[config.mk]
export PLATFORM = sky130hd
export DESIGN_NAME = mem_access_stage
export DESIGN_NICKNAME = d
export VERILOG_FILES = /design/src/rtl/mem_access_stage_pkg.sv /design/src/rtl/mem_access_stage_load_extender.sv /design/src/rtl/mem_access_stage.sv
export SDC_FILE = /design/constraint.sdc
export NUM_CORES = 1
export LEC_CHECK = 0
export CORE_MARGIN = 3
export CORE_UTILIZATION = 35
export DETAILED_ROUTE_END_ITERATION = 7
export PLACE_DENSITY_LB_ADDON = 0.12
export SLEW_MARGIN = 0
export SYNTH_ARGS = -nofsm -noshare
export SYNTH_HDL_FRONTEND = slang
export SYNTH_HIERARCHICAL = 1
export SYNTH_SLANG_ARGS = --single-unit
[constraint.sdc]
create_clock -name clk -period 24.8 [get_ports clk]
set_input_delay 4.96 -clock clk [delete_from_list [all_inputs] [get_ports clk]]
set_output_delay 4.96 -clock clk [all_outputs]
set_load 0.01 [all_outputs]
[src/rtl/mem_access_stage_pkg.sv]
// Shared definitions for the MEM stage: opcodes, FSM encoding, memory command
// payload and byte-lane helpers.
package mem_access_stage_pkg;

    localparam logic [5:0] OP_LB  = 6'b100000;
    localparam logic [5:0] OP_LH  = 6'b100001;
    localparam logic [5:0] OP_LW  = 6'b100011;
    localparam logic [5:0] OP_LBU = 6'b100100;
    localparam logic [5:0] OP_LHU = 6'b100101;
    localparam logic [5:0] OP_SB  = 6'b101000;
    localparam logic [5:0] OP_SH  = 6'b101001;
    localparam logic [5:0] OP_SW  = 6'b101011;

    localparam logic [1:0] ST_IDLE = 2'd0;
    localparam logic [1:0] ST_BUSY = 2'd1;
    localparam logic [1:0] ST_DONE = 2'd2;

    localparam logic [1:0] SZ_BYTE = 2'd0;
    localparam logic [1:0] SZ_HALF = 2'd1;
    localparam logic [1:0] SZ_WORD = 2'd2;

    typedef struct packed {
        logic        we;
        logic [3:0]  be;
        logic [31:0] wdata;
    } mem_cmd_t;

    // Anything that is not a byte or halfword opcode is treated as a word access.
    function automatic logic [1:0] access_size(input logic [5:0] op);
        case (op)
            OP_LB, OP_LBU, OP_SB: access_size = SZ_BYTE;
            OP_LH, OP_LHU, OP_SH: access_size = SZ_HALF;
            default:              access_size = SZ_WORD;
        endcase
    endfunction

    function automatic logic [3:0] lane_be(input logic [1:0] size, input logic [1:0] lane);
        case (size)
            SZ_BYTE: lane_be = 4'b0001 << lane;
            SZ_HALF: lane_be = lane[1] ? 4'b1100 : 4'b0011;
            default: lane_be = 4'b1111;
        endcase
    endfunction

    function automatic logic [31:0] lane_wdata(input logic [1:0] size, input logic [31:0] data);
        case (size)
            SZ_BYTE: lane_wdata = {4{data[7:0]}};
            SZ_HALF: lane_wdata = {2{data[15:0]}};
            default: lane_wdata = data;
        endcase
    endfunction

    function automatic logic misaligned(input logic [1:0] size, input logic [1:0] lane);
        case (size)
            SZ_BYTE: misaligned = 1'b0;
            SZ_HALF: misaligned = lane[0];
            default: misaligned = (lane != 2'b00);
        endcase
    endfunction

endpackage

[src/rtl/mem_access_stage_load_extender.sv]
// Picks the addressed byte/halfword out of a read word and sign- or zero-extends it.
module load_extender
    import mem_access_stage_pkg::*;
(
    input  logic [31:0] rdata_i,
    input  logic [1:0]  lane_i,
    input  logic [5:0]  op_i,
    output logic [31:0] ext_o
);

    logic [7:0]  byte_c;
    logic [15:0] half_c;

    always_comb begin
        byte_c = rdata_i[{lane_i, 3'b000} +: 8];
        half_c = lane_i[1] ? rdata_i[31:16] : rdata_i[15:0];
        case (op_i)
            OP_LB:   ext_o = {{24{byte_c[7]}}, byte_c};
            OP_LBU:  ext_o = {24'd0, byte_c};
            OP_LH:   ext_o = {{16{half_c[15]}}, half_c};
            OP_LHU:  ext_o = {16'd0, half_c};
            default: ext_o = rdata_i;
        endcase
    end

endmodule

[src/rtl/mem_access_stage.sv]
// MEM pipeline stage: launches req/ack memory transactions for loads/stores,
// stalls the pipe while one is outstanding and feeds the MEM/WB register.
module mem_access_stage
    import mem_access_stage_pkg::*;
#(
    parameter int unsigned TIMEOUT_CYCLES = 16,
    parameter int unsigned CNT_W          = 5
) (
    input  logic        clk,
    input  logic        reset,
    input  logic        MemReadIN,
    input  logic        MemWriteIN,
    input  logic        MemtoRegIN,
    input  logic        RegWriteIN,
    input  logic [31:0] ALU_IN,
    input  logic [31:0] readData2IN,
    input  logic [4:0]  DestinoIN,
    input  logic [5:0]  tipoLoadIN,
    output logic        mem_req,
    output logic        mem_we,
    output logic [29:0] mem_addr,
    output logic [3:0]  mem_be,
    output logic [31:0] mem_wdata,
    input  logic [31:0] mem_rdata,
    input  logic        mem_ack,
    output logic        stall,
    output logic        RegWriteOUT,
    output logic        MemtoRegOUT,
    output logic [31:0] ReadDataOUT,
    output logic [31:0] ALU_OUT,
    output logic [4:0]  DestinoOUT,
    output logic        addr_err,
    output logic        bus_err
);

    logic [1:0]       state_q, state_d;
    logic [CNT_W-1:0] cnt_q, cnt_d;
    logic             tmo_q, tmo_d;

    mem_cmd_t    cmd_q, cmd_c, in_cmd;
    logic [31:0] alu_q, rdata_q, ext_c;
    logic [5:0]  op_q;
    logic [4:0]  dest_q;
    logic        regwr_q, m2r_q;

    logic        in_access, in_mis;
    logic [1:0]  in_size;
    logic        req_c, stall_c, cap_c, ack_cap_c, wb_load_c;
    logic [29:0] addr_c;

    logic        wb_regwr_q, wb_regwr_d, wb_m2r_q, wb_m2r_d;
    logic [31:0] wb_rdata_q, wb_rdata_d, wb_alu_q, wb_alu_d;
    logic [4:0]  wb_dest_q, wb_dest_d;
    logic        addr_err_q, addr_err_d, bus_err_q, bus_err_d;

    always_comb begin
        in_access    = MemReadIN | MemWriteIN;
        in_size      = access_size(tipoLoadIN);
        in_mis       = misaligned(in_size, ALU_IN[1:0]);
        in_cmd.we    = MemWriteIN;
        in_cmd.be    = lane_be(in_size, ALU_IN[1:0]);
        in_cmd.wdata = lane_wdata(in_size, readData2IN);
    end

    load_extender u_load_extender (
        .rdata_i (rdata_q),
        .lane_i  (alu_q[1:0]),
        .op_i    (op_q),
        .ext_o   (ext_c)
    );

    always_comb begin
        state_d    = state_q;
        cnt_d      = cnt_q;
        tmo_d      = tmo_q;
        cap_c      = 1'b0;
        ack_cap_c  = 1'b0;
        req_c      = 1'b0;
        stall_c    = 1'b0;
        addr_c     = '0;
        cmd_c      = '0;
        wb_load_c  = 1'b0;
        wb_regwr_d = 1'b0;
        wb_m2r_d   = 1'b0;
        wb_rdata_d = '0;
        wb_alu_d   = '0;
        wb_dest_d  = '0;
        addr_err_d = 1'b0;
        bus_err_d  = 1'b0;
        case (state_q)
            ST_IDLE: begin
                wb_load_c  = 1'b1;
                wb_regwr_d = RegWriteIN;
                wb_m2r_d   = MemtoRegIN;
                wb_alu_d   = ALU_IN;
                wb_dest_d  = DestinoIN;
                if (in_access && in_mis) begin
                    addr_err_d = 1'b1;
                    wb_regwr_d = 1'b0;
                end else if (in_access) begin
                    wb_load_c = 1'b0;
                    req_c     = 1'b1;
                    stall_c   = 1'b1;
                    addr_c    = ALU_IN[31:2];
                    cmd_c     = in_cmd;
                    cap_c     = 1'b1;
                    cnt_d     = '0;
                    tmo_d     = 1'b0;
                    state_d   = ST_BUSY;
                end
            end
            ST_BUSY: begin
                req_c   = 1'b1;
                stall_c = 1'b1;
                addr_c  = alu_q[31:2];
                cmd_c   = cmd_q;
                cnt_d   = cnt_q + CNT_W'(1);
                // An ack landing on the last allowed cycle still completes normally.
                if (mem_ack) begin
                    ack_cap_c = 1'b1;
                    state_d   = ST_DONE;
                end else if (cnt_q == CNT_W'(TIMEOUT_CYCLES - 1)) begin
                    bus_err_d = 1'b1;
                    tmo_d     = 1'b1;
                    state_d   = ST_DONE;
                end
            end
            ST_DONE: begin
                wb_load_c  = 1'b1;
                wb_regwr_d = regwr_q & ~tmo_q;
                wb_m2r_d   = m2r_q;
                wb_alu_d   = alu_q;
                wb_dest_d  = dest_q;
                wb_rdata_d = (cmd_q.we || tmo_q) ? 32'd0 : ext_c;
                cnt_d      = '0;
                state_d    = ST_IDLE;
            end
            default: state_d = ST_IDLE;
        endcase
    end

    always_ff @(posedge clk or posedge reset) begin
        if (reset) begin
            state_q <= ST_IDLE;
            cnt_q   <= '0;
            tmo_q   <= 1'b0;
        end else begin
            state_q <= state_d;
            cnt_q   <= cnt_d;
            tmo_q   <= tmo_d;
        end
    end

    // Copy of the instruction taken at launch, plus the read data taken on ack.
    always_ff @(posedge clk or posedge reset) begin
        if (reset) begin
            cmd_q   <= '0;
            alu_q   <= '0;
            op_q    <= '0;
            dest_q  <= '0;
            regwr_q <= 1'b0;
            m2r_q   <= 1'b0;
            rdata_q <= '0;
        end else begin
            if (cap_c) begin
                cmd_q   <= cmd_c;
                alu_q   <= ALU_IN;
                op_q    <= tipoLoadIN;
                dest_q  <= DestinoIN;
                regwr_q <= RegWriteIN;
                m2r_q   <= MemtoRegIN;
            end
            if (ack_cap_c) begin
                rdata_q <= mem_rdata;
            end
        end
    end

    // MEM/WB register: loads on every unstalled cycle.
    always_ff @(posedge clk or posedge reset) begin
        if (reset) begin
            wb_regwr_q <= 1'b0;
            wb_m2r_q   <= 1'b0;
            wb_rdata_q <= '0;
            wb_alu_q   <= '0;
            wb_dest_q  <= '0;
            addr_err_q <= 1'b0;
            bus_err_q  <= 1'b0;
        end else begin
            addr_err_q <= addr_err_d;
            bus_err_q  <= bus_err_d;
            if (wb_load_c) begin
                wb_regwr_q <= wb_regwr_d;
                wb_m2r_q   <= wb_m2r_d;
                wb_rdata_q <= wb_rdata_d;
                wb_alu_q   <= wb_alu_d;
                wb_dest_q  <= wb_dest_d;
            end
        end
    end

    // Request side is combinational, so reset gates it directly.
    assign mem_req   = req_c & ~reset;
    assign mem_we    = cmd_c.we & ~reset;
    assign mem_addr  = reset ? 30'd0 : addr_c;
    assign mem_be    = reset ? 4'd0 : cmd_c.be;
    assign mem_wdata = reset ? 32'd0 : cmd_c.wdata;
    assign stall     = stall_c & ~reset;

    assign RegWriteOUT = wb_regwr_q;
    assign MemtoRegOUT = wb_m2r_q;
    assign ReadDataOUT = wb_rdata_q;
    assign ALU_OUT     = wb_alu_q;
    assign DestinoOUT  = wb_dest_q;
    assign addr_err    = addr_err_q;
    assign bus_err     = bus_err_q;

endmodule

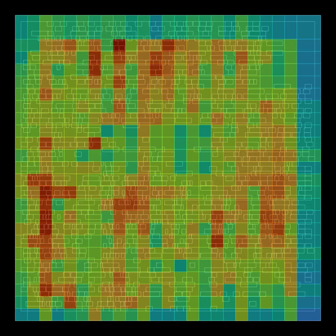
Fig. 1. Congestion heat map.
Layout Utilization: 48.1%
met1 routing resource usage after global routing: 28.5%
All-Layer GR Usage: 20.1%
GR peak layer: met2

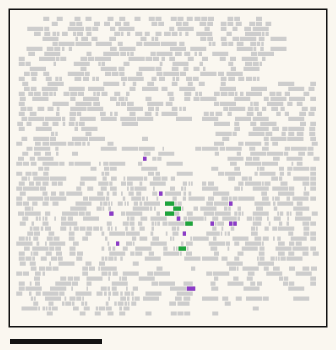
Fig. 2. Gate families picked out.
Bar = 50 um.
- purple: AND and OR gates (cells 11)
- green: adder and majority cells (cells 5)

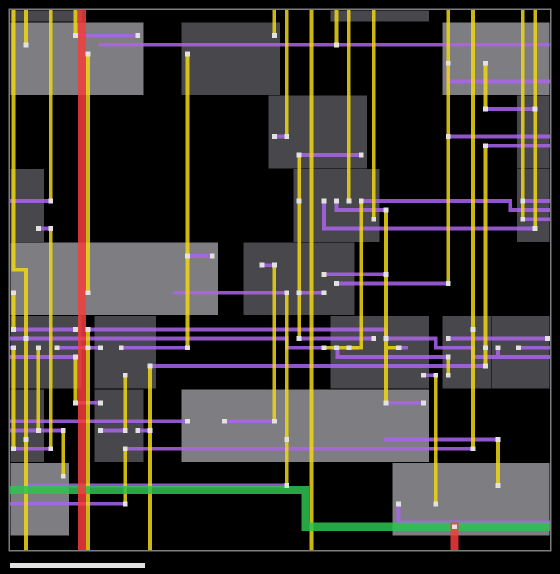
Fig. 3. Layout detail.
Bar = 5 um. Region (76, 111) to (96, 131) um. Cells in grey, sequential cells in the stronger grey; small squares are vias.
- red: met4
- green: met3
- purple: met1
- yellow: met2
- most frequent: dfrtp_1 (4)
- netlist names of flops here include: `alu_q` (2)
- cells with their middle in the window: 14
- sequential cells in the window: 4

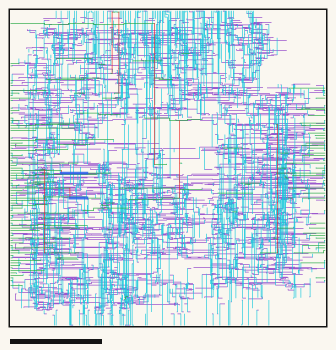
Fig. 4. Routed metal, one colour a layer.
Bar = 50 um.
- red: met4 (wire length 319 um)
- blue: met5 (wire length 23.0 um)
- green: met3 (wire length 1830 um)
- cyan: met2 (wire length 14000 um)
- purple: met1 (wire length 13900 um)
DRT Wirelength: 30000 um
routed length per placed instance: 21.2 um
vias: 7745

==> flow_results.xml <==
<?xml version="1.0" encoding="UTF-8"?>
<metrics>
  <group name="detailed_routing">
    <metric name="met2_length" unit="um">14000</metric>
    <metric name="met3_wirelength" unit="um">1830</metric>
    <metric name="antenna_left" unit="">0</metric>
  </group>
  <group name="setup_path">
    <metric name="criticalPathCategory" unit="">input port to primary output</metric>
    <metric name="setup.worst_path.end" unit="">mem_wdata[11]</metric>
    <metric name="timing.rr.start" unit="">state_q[0]</metric>
    <metric name="critical_path_peak_fanout" unit="">129</metric>
    <metric name="cp.required" unit="ns">19.84</metric>
    <metric name="timing.critical_path.to_type" unit="">primary output</metric>
    <metric name="reg2reg_slack" unit="ns">21.65</metric>
    <metric name="worst-path-buf-inv" unit="">3</metric>
    <metric name="timing.critical_path.slowest_cell_delay" unit="ns">0.81</metric>
  </group>
  <group name="min_path">
    <metric name="hold_depth" unit="">1</metric>
    <metric name="hold_end" unit="">cmd_q[22]</metric>
    <metric name="hp-class" unit="">flip-flop to flip-flop</metric>
  </group>
  <group name="floorplan">
    <metric name="fp.dieArea" unit="mm2">0.0296</metric>
    <metric name="die.size.x" unit="um">172</metric>
    <metric name="core_util_floorplan" unit="%">35.8</metric>
    <metric name="tapCellCount" unit="">341</metric>
  </group>
  <group name="run">
    <metric name="number_of_warnings_the_tools_reported" unit="">30</metric>
  </group>
  <group name="clock_network">
    <metric name="post_cts_hold_buffer_count" unit="">0</metric>
    <metric name="clock_latency_at_the_later_pin_of_the_worst_skew_pair" unit="ns">0.43</metric>
  </group>
  <group name="sta">
    <metric name="finalMaxSlewViolations" unit="">0</metric>
    <metric name="timing.final.hold_violations" unit="">0</metric>
    <metric name="max_slew_margin" unit="%">30.1</metric>
    <metric name="postLayoutSetupSlackWorst" unit="ns">11.47</metric>
    <metric name="setup_viol" unit="">0</metric>
    <metric name="achievable-frequency" unit="MHz">75.0</metric>
  </group>
  <group name="pwr">
    <metric name="seq_power" unit="W">0.000581</metric>
    <metric name="clock_power" unit="W">0.000277</metric>
    <metric name="power.sequential.fraction" unit="%">37.3</metric>
    <metric name="design_power_total" unit="W">0.00156</metric>
    <metric name="net-switching-power" unit="W">0.000581</metric>
  </group>
  <group name="logic_synthesis">
    <metric name="area_reported_by_yosys_stat" unit="mm2">0.00966</metric>
    <metric name="mean_cell_area_of_the_mapped_netlist" unit="um2">11.4</metric>
    <metric name="syn_inst" unit="">848</metric>
    <metric name="yosysMostFrequentCell" unit="">dfrtp_1</metric>
    <metric name="synth_area_leader_cell" unit="">dfrtp_1</metric>
  </group>
  <group name="grt">
    <metric name="antenna_found_initial" unit="">2</metric>
    <metric name="grt.met3_usage" unit="%">5.21</metric>
    <metric name="grt_use_met2" unit="%">31.5</metric>
  </group>
  <group name="cells_and_area">
    <metric name="antenna_cells_inserted" unit="">0</metric>
    <metric name="fraction_of_standard_cell_area_in_multi_input_logic" unit="%">33.8</metric>
    <metric name="largest_reg_flops" unit="">37</metric>
  </group>
  <group name="outcome">
    <metric name="outcome" unit="">finished clean</metric>
  </group>
</metrics>
No activity file was given, so power comes from the tool's default toggle rates.
